Figure 1. Sequential cells grouped by signal name.
Other sequential cells in the stronger grey, the rest of the logic in the fainter grey.
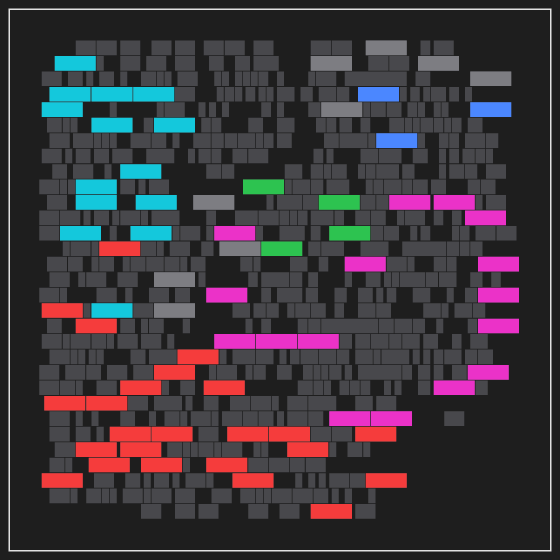
Figure 2. M4 wires.
Supply wires on this layer in grey.
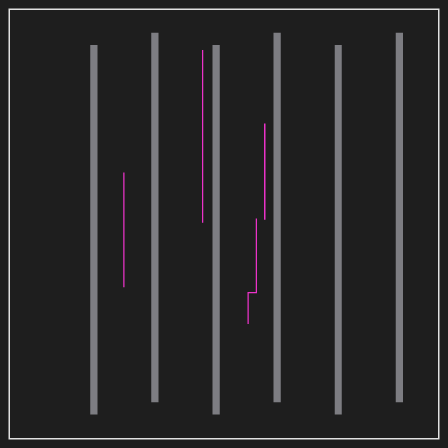
Figure 3. Clock distribution.
Scale bar: 20 µm.
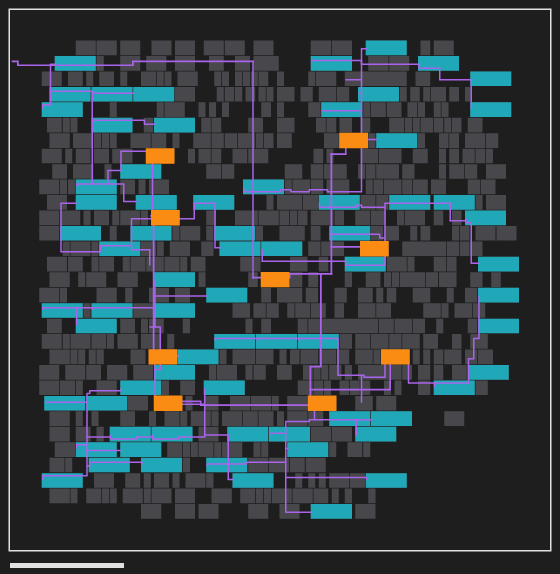
Figure 4. Drive-strength map.
Scale bar: 20 µm.
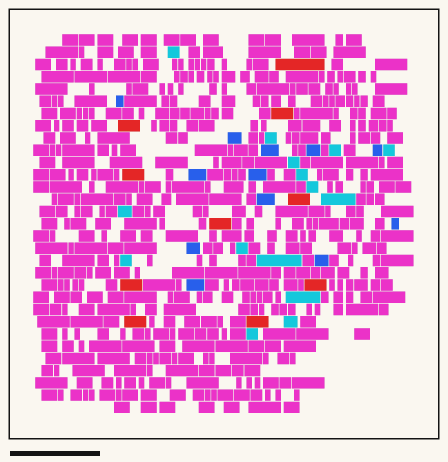
Figure 5. Clock wiring as the flow saved it.
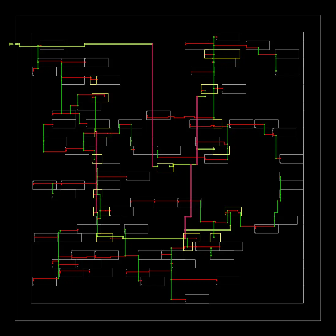
[src/rtl/adc_chan_sequencer.sv]
// Round-robin ADC mux scheduler: per enabled channel, write the mux config, run
// conversions, drop settling samples and forward the first valid one, guarded by a watchdog.
//
// state  | meaning
// IDLE   | no requests, waiting for enable && sync
// SELECT | pick next enabled channel at or above ch_idx, latch command
// WREG   | config write requested, waiting for wreg_done
// CONV   | conversion requested, discarding settling results
// NEXT   | sample delivered, choose the following channel
module adc_chan_sequencer #(
  parameter int NUM_CH  = 4,
  parameter int DISCARD = 2,
  parameter int TIMEOUT = 4095
) (
  input  logic              clk,
  input  logic              rst_l,
  input  logic              enable,
  input  logic              sync,
  input  logic [NUM_CH-1:0] ch_mask,
  input  logic [13:0]       cfg_word,
  output logic              wreg_req,
  output logic [15:0]       wreg_cmd,
  input  logic              wreg_done,
  output logic              conv_req,
  input  logic              conv_done,
  input  logic [23:0]       conv_data,
  output logic              smp_valid,
  output logic [23:0]       smp_data,
  output logic [1:0]        smp_ch,
  output logic              scan_done,
  output logic              busy,
  output logic              err_timeout
);

  localparam logic [2:0] S_IDLE   = 3'd0;
  localparam logic [2:0] S_SELECT = 3'd1;
  localparam logic [2:0] S_WREG   = 3'd2;
  localparam logic [2:0] S_CONV   = 3'd3;
  localparam logic [2:0] S_NEXT   = 3'd4;

  localparam logic [3:0]  DISC_LD = 4'(DISCARD);
  localparam logic [15:0] TO_CNT  = 16'(TIMEOUT);

  logic [2:0]  r_state;
  logic [1:0]  r_ch_idx;
  logic [1:0]  r_ch;
  logic        r_sync_pend;
  logic [3:0]  r_disc_cnt;
  logic [15:0] r_wait;
  logic [15:0] r_wreg_cmd;
  logic        r_smp_valid;
  logic [23:0] r_smp_data;
  logic [1:0]  r_smp_ch;
  logic        r_err_timeout;

  logic [2:0]  w_sel;
  logic [2:0]  w_nxt;
  logic        w_top;
  logic [15:0] w_wait_inc;
  logic        w_to_hit;
  logic        w_sync_now;

  // Returns {found, index} of the first set mask bit at or after start, wrapping.
  function automatic logic [2:0] find_from(input logic [NUM_CH-1:0] mask, input logic [2:0] start);
    logic [2:0]        res;
    logic [1:0]        idx;
    logic [NUM_CH-1:0] tmp;
    res = 3'b000;
    for (int i = NUM_CH - 1; i >= 0; i--) begin
      idx = 2'((int'(start) + i) % NUM_CH);
      tmp = mask >> idx;
      if (tmp[0]) res = {1'b1, idx};
    end
    return res;
  endfunction

  function automatic logic is_top(input logic [NUM_CH-1:0] mask, input logic [1:0] ch);
    logic [NUM_CH-1:0] tmp;
    tmp = mask >> ch;
    return (tmp >> 1) == '0;
  endfunction

  always_comb begin
    w_sel = find_from(ch_mask, {1'b0, r_ch_idx});
    w_nxt = find_from(ch_mask, {1'b0, r_ch} + 3'd1);
    w_top = is_top(ch_mask, r_ch);
  end

  assign w_wait_inc = r_wait + 16'd1;
  assign w_to_hit   = (w_wait_inc == TO_CNT);
  assign w_sync_now = r_sync_pend | sync;

  always_ff @(posedge clk) begin
    if (!rst_l) begin
      r_state       <= S_IDLE;
      r_ch_idx      <= 2'd0;
      r_ch          <= 2'd0;
      r_sync_pend   <= 1'b0;
      r_disc_cnt    <= 4'd0;
      r_wait        <= 16'd0;
      r_wreg_cmd    <= 16'd0;
      r_smp_valid   <= 1'b0;
      r_smp_data    <= 24'd0;
      r_smp_ch      <= 2'd0;
      r_err_timeout <= 1'b0;
    end else begin
      r_smp_valid <= 1'b0;
      if (sync && r_state != S_IDLE) r_sync_pend <= 1'b1;
      case (r_state)
        S_IDLE: begin
          r_sync_pend <= 1'b0;
          r_wait      <= 16'd0;
          if (enable && sync) begin
            r_err_timeout <= 1'b0;
            r_ch_idx      <= 2'd0;
            r_state       <= S_SELECT;
          end
        end
        S_SELECT: begin
          r_wait <= 16'd0;
          if (!w_sel[2]) begin
            r_state <= S_IDLE;
          end else begin
            r_ch       <= w_sel[1:0];
            r_wreg_cmd <= {w_sel[1:0], cfg_word};
            r_disc_cnt <= DISC_LD;
            r_state    <= S_WREG;
          end
        end
        S_WREG: begin
          if (wreg_done) begin
            r_wait <= 16'd0;
            if (r_sync_pend) begin
              r_sync_pend <= 1'b0;
              r_ch_idx    <= 2'd0;
              r_state     <= S_SELECT;
            end else begin
              r_state <= S_CONV;
            end
          end else if (w_to_hit) begin
            r_err_timeout <= 1'b1;
            r_state       <= S_IDLE;
          end else begin
            r_wait <= w_wait_inc;
          end
        end
        S_CONV: begin
          if (conv_done) begin
            r_wait <= 16'd0;
            if (r_sync_pend) begin
              // restart drops this result even if it was the valid one
              r_sync_pend <= 1'b0;
              r_ch_idx    <= 2'd0;
              r_state     <= S_SELECT;
            end else if (r_disc_cnt != 4'd0) begin
              r_disc_cnt <= r_disc_cnt - 4'd1;
            end else begin
              r_smp_data  <= conv_data;
              r_smp_ch    <= r_ch;
              r_smp_valid <= 1'b1;
              r_state     <= S_NEXT;
            end
          end else if (w_to_hit) begin
            r_err_timeout <= 1'b1;
            r_state       <= S_IDLE;
          end else begin
            r_wait <= w_wait_inc;
          end
        end
        S_NEXT: begin
          r_wait <= 16'd0;
          if (!enable) begin
            r_state <= S_IDLE;
          end else if (w_sync_now) begin
            r_sync_pend <= 1'b0;
            r_ch_idx    <= 2'd0;
            r_state     <= S_SELECT;
          end else if (w_nxt[2] && w_nxt[1:0] == r_ch) begin
            // single enabled channel: mux already set, skip the write and settling
            r_disc_cnt <= 4'd0;
            r_state    <= S_CONV;
          end else begin
            if (w_nxt[2]) r_ch_idx <= w_nxt[1:0];
            r_state <= S_SELECT;
          end
        end
        default: r_state <= S_IDLE;
      endcase
    end
  end

  assign wreg_req    = (r_state == S_WREG);
  assign conv_req    = (r_state == S_CONV);
  assign busy        = (r_state != S_IDLE);
  assign scan_done   = (r_state == S_NEXT) && w_top;
  assign wreg_cmd    = r_wreg_cmd;
  assign smp_valid   = r_smp_valid;
  assign smp_data    = r_smp_data;
  assign smp_ch      = r_smp_ch;
  assign err_timeout = r_err_timeout;

endmodule
[config.mk]
export PLATFORM = sky130hd
export DESIGN_NAME = adc_chan_sequencer
export DESIGN_NICKNAME = d
export VERILOG_FILES = /design/src/rtl/adc_chan_sequencer.sv
export SDC_FILE = /design/constraint.sdc
export NUM_CORES = 1
export LEC_CHECK = 0
export ABC_AREA = 0
export CORE_MARGIN = 5
export CORE_UTILIZATION = 50
export CTS_BUF_LIST = sky130_fd_sc_hd__clkbuf_8
export CTS_CLUSTER_DIAMETER = 200
export DETAILED_ROUTE_END_ITERATION = 6
export PLACE_DENSITY = 0.82
export SETUP_SLACK_MARGIN = 0.2
export SLEW_MARGIN = 20
export SYNTH_ARGS = -nofsm -noshare
export SYNTH_HDL_FRONTEND = slang
export SYNTH_SLANG_ARGS = --single-unit
export TNS_END_PERCENT = 30
[constraint.sdc]
create_clock -name clk -period 3.3 [get_ports clk]
set_input_delay 0.66 -clock clk [delete_from_list [all_inputs] [get_ports clk]]
set_output_delay 0.66 -clock clk [all_outputs]
set_load 0.02 [all_outputs]
==> qor.yml <==
synthesis:
  ys_chip_area_um2: 3620
  yosys.stat.seqShare_pct: 38.7
  synthAdderAreaFrac_pct: 1.38
  largest_area_cell: "dfxtp_1"
  edf_count: 0
  synthesis.area_um2: 3620
  ys_cells: 458
  synth_flops: 70
  area_leaders: "dfxtp_1 (39%), nand2_1 (12%), a21boi_0 (9.5%)"
  fp_nets: 510
  synthTopLogicFamily: "simple AND/OR/NAND/NOR gates"
  synth-main-ff-cell: "dfxtp_1"
  yosys-top-cells-count: "nand2_1 (116), dfxtp_1 (70), a21boi_0 (46)"
  synth-simple-area-share_pct: 27.7
  ys_sh_aoi_pct: 26.2
  synth_cell_type_count: 55
  synth-xor-area-share_pct: 0.726
  synth_warnings: 0
  syn_inst: 458
  synth.top_cell.area_share_pct: 38.7
  ys_sh_mux_pct: 1.42
  async_reset_ff_share_pct: 0
global_route:
  grtUsageMet1_pct: 28.0
  grt_max_degree: 47
  grt_pass1_vias: 3392
  antenna_found_initial: 0
  grt_util_met2_pct: 34.7
  top_usage_layer: "met2"
  grt-ovfl-total: 0
  grt_pass1_wl_um: 15900
  grt.total_usage_pct: 22.1
cts:
  cts_sinks: 70
  cts_buffer_depth: 2
  cts_hold_buf: 0
  cts_tree: "yes"
  cts.clk_slew.worst_paths_ns: 0.08
  h-tree-depth: 3
  cts_root_buffer: "clkbuf_8"
critical_path:
  arrival_ns: 2.18
  end_kind: "output pin"
  slowest_delay_ns: 0.64
  critical_path_class: "reg -> out"
  r2r_slack_ns: 0.57
  critPathSlowestCell: "clkdlybuf4s50_1"
  cp-start-kind: "flop"
  crit_chain: "nor2b_1 -> nand2_1 -> clkinv_1 -> clkdlybuf4s50_1"
  reg2reg_to: "r_state[1]"
  rr_startpoint: "r_wait[1]"
  reg2reg_depth: 7
  cp.required_ns: 2.64
sta:
  min_period_over_period_pct: 86.1
  fin_crit_ns: 2.84
  tns_ns: 0
  fmax_ghz: 0.352
  hold_slack_ns: 0.465
  slew_viol_final: 0
  slew-limit-headroom_pct: 51.0
  setup_violations: 0
  hold_viol: 0
power_and_ir_drop:
  swShare_pct: 27.2
  clock_power_mw: 0.695
  total_power_mw: 1.85
  power-top-group: "registers"
  pwr-share-seq_pct: 47.8
  p_comb_mw: 0.271
  power_density_nw_per_um2: 382
  p_leak_nw: 1.71
  p_int_mw: 1.35
  p_comb_share_pct: 14.6
  p_sw_mw: 0.502
floorplan:
  coreArea_um2: 7140
  rows: 31
  ios: 96
  die_w_um: 95.1
  die_y_um: 95.1
  die_area_um2: 9040
placement:
  dpl.hpwl_um: 7070
  place.gp.congestion: 0.889
  io_buffers: 95
  pre_cts_ws_ns: 0.266
  placed_area_um2: 4640
  dp_cells: 633
hold_path:
  hold_path_startpoint: "wreg_cmd[6]"
  holdPathEnd: "wreg_cmd[6]"
  min_path_type: "reg -> reg"
  hold_depth: 2
route:
  final_antenna_net_count: 0
  drtIter0Drc: 246
  met2_length_um: 4610
  drc: 0
  wl_met3_um: 820
  routed_via_density: 5.67
  wl_per_cell_um: 15.1
status:
  status: "complete, no violations"
final_layout:
  post_layout_nonfiller_instances: 649
  fin_nets: 597
  drive_gt1_share_pct: 6.73
  antenna_cells: 0
flow_run:
  tool_warnings: 28
  max-cap-violations: 0
About Figure 1:
- r_wait: magenta (sequential cells 16)
- r_state: blue (sequential cells 3)
- r_disc_cnt: green (sequential cells 4; where middle)
- wreg_cmd: cyan (sequential cells 14; where top left)
- smp_data: red (sequential cells 24)
Post-Route Utilization: 67.9%
seq pwr: 0.883 mW
register area: 1400 µm²

About Figure 2:
- wire length on this layer: 109 µm
- longest straight run: 38.1 µm
- nets with wire on the layer: 2
via count: 3677
DRT Wirelength: 9770 µm

About Figure 3:
- clock wires: purple (length 895 µm)
- flip-flops: cyan (count 70)
- clock drivers: orange (count 9)
- flops lie: widely spread

About Figure 4:
- _3 and _4 cells: cyan (cells 15; share 2.7%)
- _6 and larger: red (cells 10; share 1.8%)
- _2 cells: blue (cells 12; share 2.2%)
- _0 and _1 cells: magenta (cells 513; share 93%)
Area growth syn-to-layout: 33.9%
final worst slack: 0.457 ns
Finished Cell Area: 4840 µm²

About Figure 5:
worst-case clock skew: 0.00831 ns
TritonCTS buffer count: 9
clock buffer count: 9
Worst-Skew Late Latency: 0.34 ns

[cell families (layout without fill, tap and decap cells)]
| logic type | Yosys count | count (layout) |
|---|---|---|
| compound gates | 132 | 132 |
| xor+xnor | 3 | 3 |
| fa+ha+maj | 4 | 4 |
| buf+inv | 37 | 129 |
| flops | 70 | 70 |
| mux | 5 | 5 |
| simple gates | 207 | 207 |
[critical path: cells and delay by family (launching register included)]
| kind | cells | cell delay (ns) |
|---|---|---|
| buffers and inverters | 2 | 0.87 |
| and+or+nand+nor | 2 | 0.53 |
| DFF | 1 | 0.44 |
[layout make-up]
class	count	area (µm²)
Fill cell	611	2290
Multi-Input combinational cell	351	2080
Sequential cell	70	1400
Timing Repair Buffer	102	1000
Clock buffer	9	124
Tap cell	99	124
Clock inverter	7	75.1
Inverter	11	41.3
[placed cells by master (no fill, tap or decap), drive strengths merged, types with 3 or more instances in the layout]
cell,count
nand4,6
a21o,4
dfxtp,70
mux2i,4
nor2,20
xnor2,3
nand2,117
buf,8
o211a,3
a31oi,7
o221a,3
and3,10
nor2b,9
a211oi,5
nor3b,5
nor4,4
nand3,10
clkinvlp,3
o21ai,25
o211ai,4
nor3,5
and2,6
clkbuf,9
a21oi,16
clkinv,4
ha,4
inv,10
and3b,3
and4,3
a21boi,46
nand4b,4
clkdlybuf4s50,93
[what timing repair did]
item,CTS,global route
setup endpoints to repair,0,1
setup buffers,0,0
endpoints found under the hold margin,0,0
gates resized,0,1
[sequential cells by signal, indices dropped and copies added, names as in the netlist]
name	flops
r_ch_idx	2
smp_ch	2
r_wait	16
r_state	3
err_timeout	1
r_ch	2
smp_valid	1
smp_data	24
wreg_cmd	14
r_sync_pend	1
r_disc_cnt	4
Power and IR drop assume default switching activity.
